<file path="config.mk">
export PLATFORM = sky130hd
export DESIGN_NAME = obstacle_field
export DESIGN_NICKNAME = d
export VERILOG_FILES = /design/src/rtl/obstacle_field.sv
export SDC_FILE = /design/constraint.sdc
export NUM_CORES = 1
export LEC_CHECK = 0
export CELL_PAD_IN_SITES_DETAIL_PLACEMENT = 1
export CELL_PAD_IN_SITES_GLOBAL_PLACEMENT = 2
export CORE_UTILIZATION = 31
export CTS_CLUSTER_SIZE = 16
export DETAILED_ROUTE_END_ITERATION = 12
export PLACE_DENSITY_LB_ADDON = 0.1
export SYNTH_ARGS = -nofsm -noshare
export SYNTH_HDL_FRONTEND = slang
export SYNTH_SLANG_ARGS = --single-unit
</file>
<file path="constraint.sdc">
create_clock -name clk -period 12.4 [get_ports clk]
set_input_delay 1.24 -clock clk [delete_from_list [all_inputs] [get_ports clk]]
set_output_delay 1.24 -clock clk [all_outputs]
set_load 0.1 [all_outputs]
</file>
<file path="src/rtl/obstacle_field.sv">
// obstacle_field: NUM_OBS scrolling obstacle channels with LFSR respawn, nearest-obstacle, pixel-hit and pass reporting
module obstacle_field #(
  parameter int NUM_OBS = 4,
  parameter int X_W = 10,
  parameter int SCREEN_W = 160,
  parameter int OBS_W = 12,
  parameter int MIN_H = 7,
  parameter int MAX_H = 14,
  parameter int GROUND_Y = 105,
  parameter int MIN_GAP = 40,
  parameter int GAP_BITS = 6,
  parameter int NEAR_LEFT = 3,
  parameter logic [15:0] LFSR_SEED = 16'hACE1
) (
  input  logic                   clk,
  input  logic                   resetn,
  input  logic                   clear,
  input  logic                   tick,
  input  logic                   run,
  input  logic [2:0]             speed,
  output logic [NUM_OBS*X_W-1:0] obs_x,
  output logic [NUM_OBS*8-1:0]   obs_h,
  output logic                   near_valid,
  output logic [2:0]             near_idx,
  output logic [X_W-1:0]         near_x,
  output logic [7:0]             near_h,
  input  logic [7:0]             query_x,
  input  logic [7:0]             query_y,
  output logic                   hit,
  output logic [2:0]             hit_idx,
  output logic                   passed
);
  localparam int XE = X_W + 1;
  localparam logic [15:0] SEED = (LFSR_SEED == 16'h0) ? 16'h1 : LFSR_SEED;
  logic [X_W-1:0] x_q [NUM_OBS];
  logic [X_W-1:0] x_mv [NUM_OBS];
  logic [7:0]     h_q [NUM_OBS];
  logic [15:0]    lfsr;
  logic           acc, any_ret, nv, hv;
  logic [2:0]     sp_idx, n_idx, h_idx;
  logic [X_W-1:0] spd, tail, spawn_x, n_x;
  logic [XE-1:0]  spawn_sum, qx_e;
  logic [7:0]     spawn_h, n_h;
  logic [3:0]     r;
  always_comb begin
    spd = X_W'(speed);
    acc = tick & run & ~clear & (speed != 3'd0);
    any_ret = 1'b0;
    sp_idx = 3'd0;
    for (int i = NUM_OBS - 1; i >= 0; i--) begin
      x_mv[i] = (x_q[i] > spd) ? x_q[i] - spd : x_q[i];
      if (x_q[i] <= spd) begin
        any_ret = 1'b1;
        sp_idx = 3'(i);
      end
    end
    tail = '0;
    for (int i = 0; i < NUM_OBS; i++)
      if (!(any_ret && sp_idx == 3'(i)) && x_mv[i] > tail) tail = x_mv[i];
    // sum is one bit wider so overflow shows up as the top bit and saturates
    spawn_sum = {1'b0, tail} + XE'(MIN_GAP) + XE'(lfsr[GAP_BITS-1:0]);
    spawn_x = spawn_sum[X_W] ? '1 :
              (spawn_sum[X_W-1:0] < X_W'(SCREEN_W)) ? X_W'(SCREEN_W) : spawn_sum[X_W-1:0];
    r = lfsr[11:8];
    spawn_h = ({4'b0, r} > 8'(MAX_H - MIN_H)) ? 8'(MAX_H) : 8'(MIN_H) + {4'b0, r};
    nv = 1'b0;
    n_idx = 3'd0;
    n_x = '0;
    n_h = 8'd0;
    for (int i = 0; i < NUM_OBS; i++)
      if (x_q[i] >= X_W'(NEAR_LEFT) && (!nv || x_q[i] < n_x)) begin
        nv = 1'b1;
        n_idx = 3'(i);
        n_x = x_q[i];
        n_h = h_q[i];
      end
    qx_e = XE'(query_x);
    hv = 1'b0;
    h_idx = 3'd0;
    for (int i = 0; i < NUM_OBS; i++)
      if (!hv && qx_e >= {1'b0, x_q[i]} && qx_e < {1'b0, x_q[i]} + XE'(OBS_W) &&
          {1'b0, query_y} >= 9'(GROUND_Y) - {1'b0, h_q[i]} && {1'b0, query_y} < 9'(GROUND_Y)) begin
        hv = 1'b1;
        h_idx = 3'(i);
      end
  end
  always_ff @(posedge clk) begin
    lfsr <= !resetn ? SEED : ({1'b0, lfsr[15:1]} ^ (lfsr[0] ? 16'hB400 : 16'h0));
    for (int i = 0; i < NUM_OBS; i++) begin
      if (!resetn || clear) begin
        x_q[i] <= X_W'(SCREEN_W + i * (MIN_GAP + 2 ** (GAP_BITS - 1)));
        h_q[i] <= 8'((i % 2 == 1) ? MAX_H : MIN_H);
      end else if (acc) begin
        x_q[i] <= (any_ret && sp_idx == 3'(i)) ? spawn_x : x_mv[i];
        h_q[i] <= (any_ret && sp_idx == 3'(i)) ? spawn_h : h_q[i];
      end
    end
    passed <= resetn & acc & any_ret;
    hit <= resetn & ~clear & hv;
    hit_idx <= (resetn && !clear) ? h_idx : 3'd0;
    if (!resetn) begin
      near_valid <= 1'b1;
      near_idx <= 3'd0;
      near_x <= X_W'(SCREEN_W);
      near_h <= 8'(MIN_H);
    end else begin
      near_valid <= nv;
      if (nv) begin
        near_idx <= n_idx;
        near_x <= n_x;
        near_h <= n_h;
      end
    end
  end
  for (genvar g = 0; g < NUM_OBS; g++) begin : g_pack
    assign obs_x[g*X_W +: X_W] = x_q[g];
    assign obs_h[g*8 +: 8] = h_q[g];
  end
endmodule

</file>
==> flow_summary_export.csv <==
group,metric,value,unit
critical_path,cp_num_cells,46,
synth,synth_top_area_share,0.211,
critical_path,arrival,11770,ps
route,wl_met3,1.56,mm
final_layout,nNetsFinal,1504,
synth,syn_area_per_cell,8.54,sq um
critical_path,crit_fanout,21,
route,wl_met2,18.4,mm
placement,gp_congestion,0.878,
hold_path,worstHoldStart,"lfsr[12]",
synth,flop_cell,"edfxtp_1",
final_layout,final-comb-area,7100,sq um
synth,logic_family,"AND-OR/OR-AND gates",
route,drc,0,
placement,numPortBuffers,105,
critical_path,critPathTopFamily,"AND-OR/OR-AND gates",
critical_path,end_kind,"register",
job,drv_cap,0,
global_route,antenna_found_initial,1,
cts,clkSlewWorstSetupHoldPaths,70,ps
final_layout,fillers,3875,
final_layout,top_register,"x_q",
placement,dpl-instance-area,11800,sq um
global_route,grt_max_degree,41,
final_timing,relSlewSlack,0.288,
route,wl_met1,19.7,mm
die,die_h,184,microns
final_layout,fin_area,12100,sq um
route,top_layer_used,"met4",
synth,synth.cellmix.xorXnorShare,0.0496,
synth,synth_warnings,0,
final_timing,max_freq,85.6,MHz
final_timing,hold_viol,0,
run_status,status,"finished clean",
die,core_area,32500,sq um
route,first_pass_iters,5,
cts,cts_tree,"built",
power_and_ir_drop,power_density,140,nW/um^2
die,io_pins,123,
die,die_area,33800,sq um
synth,topCellsByArea,"ha_1 (21%), edfxtp_1 (18%), dfxtp_1 (7.4%), a21oi_1 (4.6%), a21o_1 (4.3%)",
placement,dp_hpwl,32.4,mm
critical_path,cp.required,12500,ps
final_timing,holdWs,419,ps
cts,cts_buffers,9,
synth,synth_area,10200,sq um
route,routed_via_density,5.39,
## final cells by class
class	count	area share
flip-flops and latches	98	0.212
clock buffers	11	0.0210
multi-input cells	960	0.586
clock inverters	5	0.00351
inverters	110	0.0341
well taps	442	0.0457
repair buffers	123	0.0979
## through the flow
step / cells / setup WS [ps] / utilization / TNS (ps)
finish: 1749 / 723 / 0.372 / 0
floorplan: 1219 / 1820 / - / 0
CTS: 1748 / 88.7 / 0.371 / 0
global placement: 1732 / 84.0 / 0.362 / 0
detailed placement: 1732 / -263 / 0.362 / -4690
global route: 1749 / 82.1 / 0.372 / 0
## power breakdown
part,internal [W],switching (W),total [W]
registers,0.000370,0.0000316,0.000402
clock network,0.000152,0.000140,0.000292
logic,0.000307,0.000692,0.000998
total,0.000829,0.000863,0.00169
Gate-type map:
Bar = 50 microns.
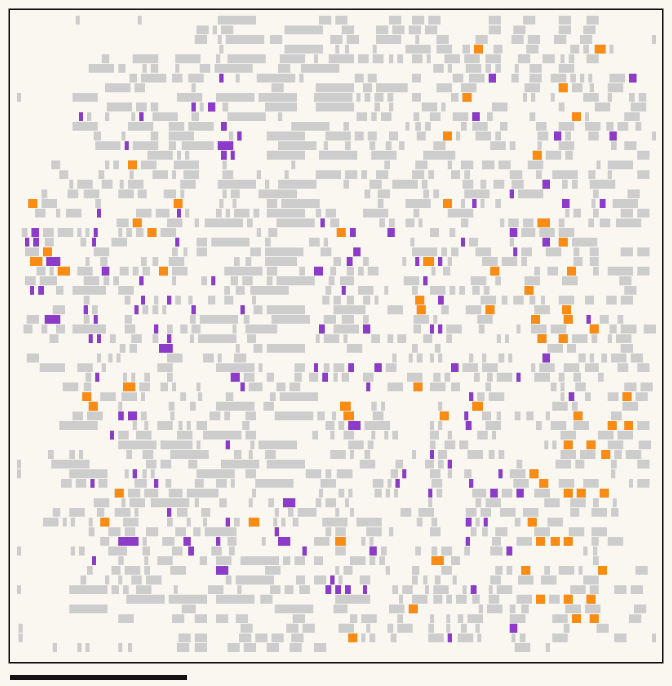
legend:
  orange:
    family: AND-OR and OR-AND gates
    cells: 71
    most_used: a21o_1
    where: widely spread
  purple:
    family: NOR gates
    cells: 125
    most_used: nor2_1
    where: widely spread

Track usage over the die:
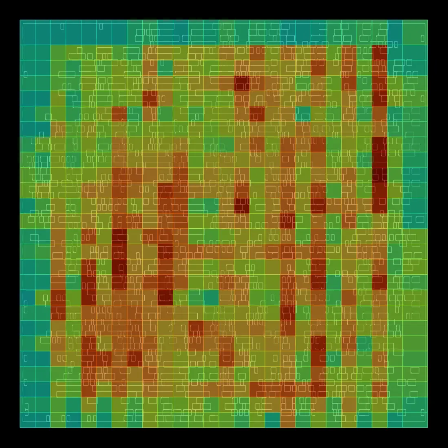
grt peak-use layer: met2
Total Routing Usage GR: 0.240
met3 Track Usage GR: 0.0267
GRT met2 Usage: 0.387

Metal layers overlaid:
Bar = 50 microns.
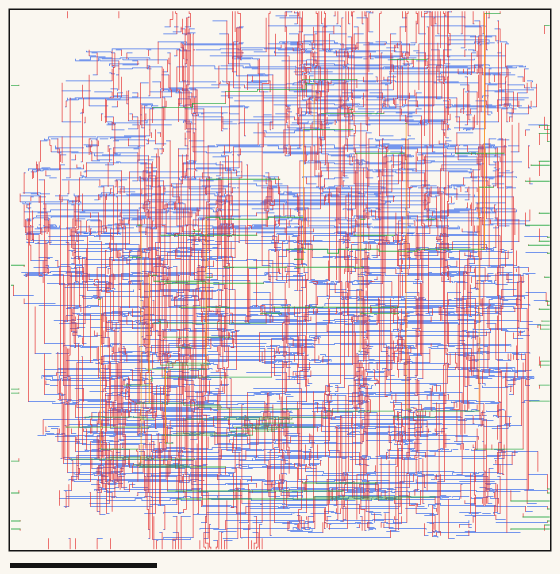
legend:
  blue:
    layer: met1
    wire_length: 19700 microns
  green:
    layer: met3
    wire_length: 1560 microns
  red:
    layer: met2
    wire_length: 18400 microns
  orange:
    layer: met4
    wire_length: 611 microns
final wirelength: 40.3 mm
Vias: 9421
wire length per cell: 23.1 microns

Power and IR drop assume default switching activity.
